## src/rtl/l1_line_bridge_if.sv

```systemverilog
// Bundle of the L1 line-side request port and the narrow memory beat port.
// The bridge takes the master view; the L1 requester / memory environment takes the slave view.
interface l1_line_bridge_if #(
    parameter int LINE_SIZE  = 64,
    parameter int BEAT_WIDTH = 64,
    parameter int ADDR_WIDTH = 32
);
    logic [ADDR_WIDTH-1:0]    l1_addr;
    logic [LINE_SIZE*8-1:0]   l1_wdata;
    logic                     l1_rd;
    logic                     l1_wr;
    logic [LINE_SIZE*8-1:0]   l1_rdata;
    logic                     l1_ready;
    logic                     mem_valid;
    logic                     mem_ready;
    logic                     mem_we;
    logic [ADDR_WIDTH-1:0]    mem_addr;
    logic [BEAT_WIDTH-1:0]    mem_wdata;
    logic                     mem_rvalid;
    logic [BEAT_WIDTH-1:0]    mem_rdata;
    logic                     busy;

    modport master (
        input  l1_addr, l1_wdata, l1_rd, l1_wr, mem_ready, mem_rvalid, mem_rdata,
        output l1_rdata, l1_ready, mem_valid, mem_we, mem_addr, mem_wdata, busy
    );

    modport slave (
        output l1_addr, l1_wdata, l1_rd, l1_wr, mem_ready, mem_rvalid, mem_rdata,
        input  l1_rdata, l1_ready, mem_valid, mem_we, mem_addr, mem_wdata, busy
    );
endinterface

```

## src/rtl/l1_line_bridge.sv

```systemverilog
// Splits one full-line L1 write-back or fill into BEATS narrow memory beats and
// reassembles read beats into a line; one line transaction in flight at a time.
module l1_line_bridge #(
    parameter int LINE_SIZE  = 64,
    parameter int BEAT_WIDTH = 64,
    parameter int ADDR_WIDTH = 32
) (
    input  logic             clk,
    input  logic             rst,
    l1_line_bridge_if.master bus
);
    localparam int LINE_W     = LINE_SIZE * 8;
    localparam int BEATS      = LINE_W / BEAT_WIDTH;
    localparam int BEAT_IDX_W = $clog2(BEATS);
    localparam int OFF_W      = $clog2(LINE_SIZE);
    localparam int BYTE_OFF_W = $clog2(BEAT_WIDTH / 8);
    localparam int CNT_W      = BEAT_IDX_W + 1;
    localparam logic [CNT_W-1:0] CNT_BEATS = CNT_W'(BEATS);

    typedef enum logic [1:0] {
        IDLE,
        WR_BEATS,
        RD,
        RESP
    } state_t;

    state_t                 state_q, state_d;
    logic [ADDR_WIDTH-1:0]  line_base_q, line_base_d;
    logic [LINE_W-1:0]      wdata_q, wdata_d;
    logic [CNT_W-1:0]       issue_cnt_q, issue_cnt_d;
    logic [CNT_W-1:0]       rsp_cnt_q, rsp_cnt_d;
    logic [LINE_W-1:0]      fill_q, fill_d;
    logic [LINE_W-1:0]      l1_rdata_q, l1_rdata_d;
    logic                   l1_ready_q, l1_ready_d;
    logic                   mem_valid_q, mem_valid_d;
    logic                   mem_we_q, mem_we_d;
    logic [ADDR_WIDTH-1:0]  mem_addr_q, mem_addr_d;
    logic [BEAT_WIDTH-1:0]  mem_wdata_q, mem_wdata_d;

    logic [BEAT_WIDTH-1:0]  wr_beat [BEATS];
    logic [LINE_W-1:0]      fill_next;
    logic                   rd_take;

    assign rd_take = (state_q == RD) && bus.mem_rvalid;

    // Beat gi covers line bits [gi*BEAT_WIDTH +: BEAT_WIDTH]; fill_next is the
    // fill buffer with the current response dropped into slot rsp_cnt.
    for (genvar gi = 0; gi < BEATS; gi++) begin : g_beat
        assign wr_beat[gi] = wdata_q[gi*BEAT_WIDTH +: BEAT_WIDTH];
        assign fill_next[gi*BEAT_WIDTH +: BEAT_WIDTH] =
            (rsp_cnt_q[BEAT_IDX_W-1:0] == BEAT_IDX_W'(gi)) ? bus.mem_rdata
                                                           : fill_q[gi*BEAT_WIDTH +: BEAT_WIDTH];
    end

    always_comb begin
        state_d     = state_q;
        line_base_d = line_base_q;
        wdata_d     = wdata_q;
        issue_cnt_d = issue_cnt_q;
        rsp_cnt_d   = rsp_cnt_q;
        fill_d      = fill_q;
        l1_rdata_d  = l1_rdata_q;
        l1_ready_d  = 1'b0;
        mem_valid_d = 1'b0;
        mem_we_d    = mem_we_q;
        mem_addr_d  = mem_addr_q;
        mem_wdata_d = mem_wdata_q;

        unique case (state_q)
            IDLE: begin
                issue_cnt_d = '0;
                rsp_cnt_d   = '0;
                if (bus.l1_wr || bus.l1_rd) begin
                    line_base_d = {bus.l1_addr[ADDR_WIDTH-1:OFF_W], {OFF_W{1'b0}}};
                    wdata_d     = bus.l1_wdata;
                    mem_we_d    = bus.l1_wr;
                    state_d     = bus.l1_wr ? WR_BEATS : RD;
                end
            end

            WR_BEATS, RD: begin
                if (mem_valid_q && bus.mem_ready) begin
                    issue_cnt_d = issue_cnt_q + CNT_W'(1);
                end
                // A stalled beat keeps issue_cnt, so address and data are re-presented unchanged.
                mem_valid_d = (issue_cnt_d < CNT_BEATS);
                if (mem_valid_d) begin
                    mem_addr_d  = line_base_q + (ADDR_WIDTH'(issue_cnt_d) << BYTE_OFF_W);
                    mem_wdata_d = mem_we_q ? wr_beat[issue_cnt_d[BEAT_IDX_W-1:0]] : '0;
                end

                if (state_q == WR_BEATS) begin
                    if (!mem_valid_d) begin
                        state_d    = RESP;
                        l1_ready_d = 1'b1;
                    end
                end else if (rd_take) begin
                    fill_d    = fill_next;
                    rsp_cnt_d = rsp_cnt_q + CNT_W'(1);
                    if (rsp_cnt_d == CNT_BEATS) begin
                        state_d     = RESP;
                        l1_ready_d  = 1'b1;
                        l1_rdata_d  = fill_next;
                        mem_valid_d = 1'b0;
                    end
                end
            end

            RESP: begin
                state_d     = IDLE;
                issue_cnt_d = '0;
                rsp_cnt_d   = '0;
            end

            default: state_d = IDLE;
        endcase
    end

    always_ff @(posedge clk) begin
        if (rst) begin
            state_q     <= IDLE;
            line_base_q <= '0;
            wdata_q     <= '0;
            issue_cnt_q <= '0;
            rsp_cnt_q   <= '0;
            fill_q      <= '0;
            l1_rdata_q  <= '0;
            l1_ready_q  <= 1'b0;
            mem_valid_q <= 1'b0;
            mem_we_q    <= 1'b0;
            mem_addr_q  <= '0;
            mem_wdata_q <= '0;
        end else begin
            state_q     <= state_d;
            line_base_q <= line_base_d;
            wdata_q     <= wdata_d;
            issue_cnt_q <= issue_cnt_d;
            rsp_cnt_q   <= rsp_cnt_d;
            fill_q      <= fill_d;
            l1_rdata_q  <= l1_rdata_d;
            l1_ready_q  <= l1_ready_d;
            mem_valid_q <= mem_valid_d;
            mem_we_q    <= mem_we_d;
            mem_addr_q  <= mem_addr_d;
            mem_wdata_q <= mem_wdata_d;
        end
    end

    assign bus.l1_rdata  = l1_rdata_q;
    assign bus.l1_ready  = l1_ready_q;
    assign bus.mem_valid = mem_valid_q;
    assign bus.mem_we    = mem_we_q;
    assign bus.mem_addr  = mem_addr_q;
    assign bus.mem_wdata = mem_wdata_q;
    assign bus.busy      = (state_q != IDLE);

endmodule

```

## src/flat_wrapper.sv

```systemverilog
// flat-port wrapper written by rule: the top's interface ports become plain ports
module l1_line_bridge_flat 
#(
    parameter int LINE_SIZE  = 64,
    parameter int BEAT_WIDTH = 64,
    parameter int ADDR_WIDTH = 32
)
  (clk, rst, bus_l1_addr, bus_l1_wdata, bus_l1_rd, bus_l1_wr, bus_mem_ready, bus_mem_rvalid, bus_mem_rdata, bus_l1_rdata, bus_l1_ready, bus_mem_valid, bus_mem_we, bus_mem_addr, bus_mem_wdata, bus_busy);
  l1_line_bridge_if #(.LINE_SIZE(LINE_SIZE), .BEAT_WIDTH(BEAT_WIDTH), .ADDR_WIDTH(ADDR_WIDTH)) bus_i ();
  input  logic clk;
  input  logic rst;
  input wire logic [$bits(bus_i.l1_addr)-1:0] bus_l1_addr;
  input wire logic [$bits(bus_i.l1_wdata)-1:0] bus_l1_wdata;
  input wire logic [$bits(bus_i.l1_rd)-1:0] bus_l1_rd;
  input wire logic [$bits(bus_i.l1_wr)-1:0] bus_l1_wr;
  input wire logic [$bits(bus_i.mem_ready)-1:0] bus_mem_ready;
  input wire logic [$bits(bus_i.mem_rvalid)-1:0] bus_mem_rvalid;
  input wire logic [$bits(bus_i.mem_rdata)-1:0] bus_mem_rdata;
  output wire logic [$bits(bus_i.l1_rdata)-1:0] bus_l1_rdata;
  output wire logic [$bits(bus_i.l1_ready)-1:0] bus_l1_ready;
  output wire logic [$bits(bus_i.mem_valid)-1:0] bus_mem_valid;
  output wire logic [$bits(bus_i.mem_we)-1:0] bus_mem_we;
  output wire logic [$bits(bus_i.mem_addr)-1:0] bus_mem_addr;
  output wire logic [$bits(bus_i.mem_wdata)-1:0] bus_mem_wdata;
  output wire logic [$bits(bus_i.busy)-1:0] bus_busy;
  assign bus_i.l1_addr = bus_l1_addr;
  assign bus_i.l1_wdata = bus_l1_wdata;
  assign bus_i.l1_rd = bus_l1_rd;
  assign bus_i.l1_wr = bus_l1_wr;
  assign bus_i.mem_ready = bus_mem_ready;
  assign bus_i.mem_rvalid = bus_mem_rvalid;
  assign bus_i.mem_rdata = bus_mem_rdata;
  assign bus_l1_rdata = bus_i.l1_rdata;
  assign bus_l1_ready = bus_i.l1_ready;
  assign bus_mem_valid = bus_i.mem_valid;
  assign bus_mem_we = bus_i.mem_we;
  assign bus_mem_addr = bus_i.mem_addr;
  assign bus_mem_wdata = bus_i.mem_wdata;
  assign bus_busy = bus_i.busy;
  l1_line_bridge #(.LINE_SIZE(LINE_SIZE), .BEAT_WIDTH(BEAT_WIDTH), .ADDR_WIDTH(ADDR_WIDTH)) u_core (.clk(clk), .rst(rst), .bus(bus_i));
endmodule
```

## config.mk

```make
export PLATFORM = sky130hd
export DESIGN_NAME = l1_line_bridge_flat
export DESIGN_NICKNAME = d
export VERILOG_FILES = /design/src/rtl/l1_line_bridge_if.sv /design/src/rtl/l1_line_bridge.sv /design/src/flat_wrapper.sv
export SDC_FILE = /design/constraint.sdc
export NUM_CORES = 2
export LEC_CHECK = 0
export CAP_MARGIN = 20
export CORE_AREA = 3 3 471 473
export CTS_BUF_LIST = sky130_fd_sc_hd__clkbuf_8 sky130_fd_sc_hd__clkbuf_16
export CTS_CLUSTER_DIAMETER = 150
export DETAILED_ROUTE_END_ITERATION = 16
export DIE_AREA = 0 0 474 476
export GPL_TIMING_DRIVEN = 0
export PLACE_DENSITY = 0.6
export REMOVE_ABC_BUFFERS = 1
export SYNTH_ARGS = -nofsm -noshare
export SYNTH_HDL_FRONTEND = slang
export SYNTH_SLANG_ARGS = --single-unit
```

## constraint.sdc

```tcl
create_clock -name clk -period 3.49 [get_ports clk]
set_input_delay 0.349 -clock clk [delete_from_list [all_inputs] [get_ports clk]]
set_output_delay 0.349 -clock clk [all_outputs]
set_load 0.005 [all_outputs]
```

### Sequential cells grouped by signal name

Bar = 100 um. Other sequential cells in the stronger grey, the rest of the logic in the fainter grey.
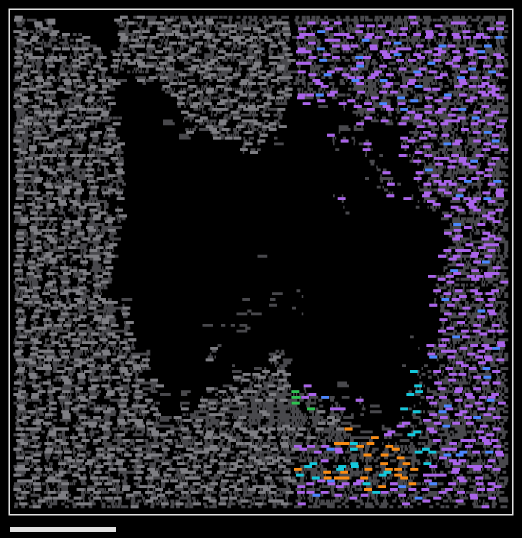
| colour | name in the netlist | placed flops |
|---|---|---|
| blue | u_core.bus.mem_wdata | 64 |
| cyan | u_core.line_base_q | 26 |
| orange | u_core.bus.mem_addr | 29 |
| purple | u_core.wdata_q | 512 |
| green | u_core.rsp_cnt_q | 4 |
final core utilization: 0.4117
sequential portion of the cell area: 0.3732

### The metal 2 layer

Bar = 100 um.
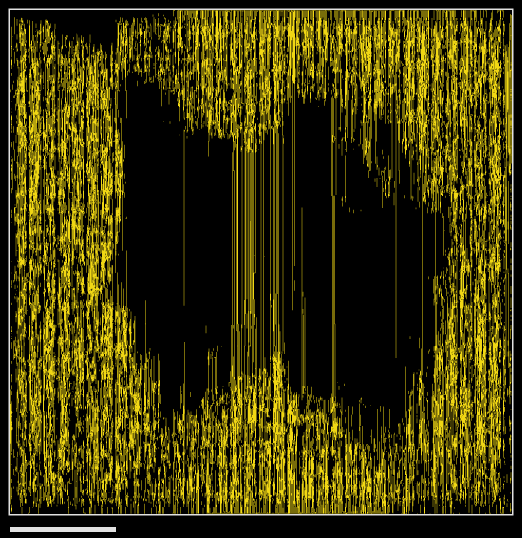
nets with wire on the layer: 7,648
wire length on this layer: 134 mm

### Routing congestion map

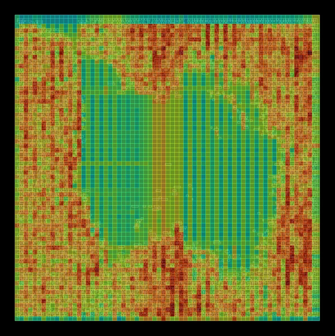
GRT met1 Usage: 0.2673
all-layer global routing usage: 0.2383

==> flow_metrics.rpt <==
=== SYNTHESIS / PLACE & ROUTE SUMMARY ===
----------------------------------------------------
[Power and ir drop]
  Design internal power ........................ 35.34 mW
  Switching power total ........................ 14.69 mW
  Areal power density over the cells ........................ 559.0 mW/mm^2
  Sequential group share of total power ........................ 0.427

[Routing]
  DRC ........................ 0
  Pre-antenna DRT Iters ........................ 6
  Avg WL per Cell ........................ about 24 um
  ANT nets after route ........................ 0
  Highest routing layer actually used ........................ met5
  Drt total wl ........................ approximately 280 mm

[Setup path]
  Worst stage delay on the critical path ........................ between 0.6 and 0.7 ns
  Critical-path top delay cell ........................ sky130_fd_sc_hd__nor2b_4
  Buffer-and-inverter tally for the worst setup path ........................ 3
  Critical path endpoint ........................ u_core.fill_q[69]
  Data arrival, critical path ........................ 4.09 ns
  Dominant delay contributor by cell family on the critical path ........................ simple AND/OR/NAND/NOR gates
  Logic depth of the worst setup path including buffers ........................ 8
  Critical path required time ........................ 4.21 ns
  CP endpoint kind ........................ register
  R2r worst-path depth ........................ 8
  Most repeated library cell on the critical path ........................ sky130_fd_sc_hd__buf_16

[Cells and area]
  Layout clock buffers ........................ between 200 and 250
  Count of non-CTS inverters in the layout ........................ 8
  Non-filler instance count after layout ........................ 11,803
  Final sequential cell count ........................ approximately 1,700
  Share of final layout cell area taken by non-clock buffers ........................ 0.1838
  Number of multi-input logic gates ........................ 5,488
  Post-Layout Inst Area ........................ roughly 0.09 mm^2
  Final nets ........................ 9,396
  Layout cell share with drive strength beyond 1 ........................ 0.06624
  Area growth from synthesis to layout ........................ 34.89%
  FF+latch area ........................ 0.03340 mm^2
  Antenna diode count ........................ ~42

[Clock tree]
  Clock Pin Slew Worst Setup and Hold Paths ........................ 0.06 ns
  Clock buffer count from CTS ........................ approximately 180
  Number of sinks driven by the clock tree ........................ 1,668
  Clock tree from TritonCTS ........................ built
  Post-CTS resize count ........................ 17
  Quantity of hold-fixing buffers added after cts ........................ 42

[STA]
  Ratio of final minimum period to clock period ........................ 0.9663
  Slew margin rel. ........................ 0.1432
  Final-report setup violation count ........................ 0
  Upper clock frequency limit ........................ 296.5 MHz

[Flow run]
  Total of max-cap violations ........................ 0
  Tool Warnings ........................ slightly below 80

[Synthesis]
  Syn Std Cell Area ........................ 0.06635 mm^2
  Share of synthesized cell area in and-or and or-and compound cells ........................ 0.1707
  Yosys Chip Area ........................ ~0.066 mm^2
  Fraction of synthesized cell area in xor and xnor cells ........................ 0.003545
  Sequential-to-total area share from yosys stat ........................ 0.5033
  Count of yosys warnings during synthesis ........................ 0
  Syn Inst Count ........................ about 8,000
  Post-synth tally of flip-flops with integrated enable ........................ 0
  Main kind of combinational logic by area ........................ simple AND/OR/NAND/NOR gates
  Unique cell types ........................ 51
  Dominant cell by count in the synthesized netlist ........................ sky130_fd_sc_hd__nand2_1
  Mux area share ........................ 0.08035

[Min path]
  Worst hold path class ........................ input port to register
  Worst hold stages ........................ 3
  Startpoint of the lowest-slack hold path ........................ bus_l1_wdata[402]

[Outcome]
  Result of the run ........................ complete, no violations

[Place]
  Post-Place Setup Slack ........................ -1.575 ns
  Dpl hpwl ........................ 192.4 mm

[GRT]
  Global-route layer with the greatest usage ........................ met2
  M3 GR Usage ........................ 0.09688
  Initial antenna violation count ........................ 66

[Floorplan]
  Count of standard-cell rows ........................ 171
  Number of tap instances ........................ 2,854

----------------------------------------------------
-- power by group through the flow --
stage,clock network (mW),logic (mW),registers (mW)
floorplan,0,3.47,20.5
global placement,0,6.24,20.5
detailed placement,0,8.97,21.7
CTS,19.8,9.13,21.3
global route,20.6,9.91,21.5
finish,19.5,9.15,21.4
-- layout by cell type, fill, tap and decap left out, drive strengths merged, types with 3 or more instances in the layout --
cell           count
nand2           2378
dfxtp           1668
clkdlybuf4s50   1215
a21oi           1122
nor2             562
mux2i            386
a211oi           349
clkbuf           226
nand3            205
a311oi           193
buf              151
a221oi            65
mux4              64
a221o             64
inv               53
diode             42
clkinv            40
dlygate4sd3       38
xor2              16
ha                14
bufbuf            12
xnor2             10
clkinvlp           8
bufinv             8
nand4              8
and3               7
nor2b              6
and2               5
and4               4
o21ai              4
conb               3
nor4               3
Power and IR drop assume default switching activity.
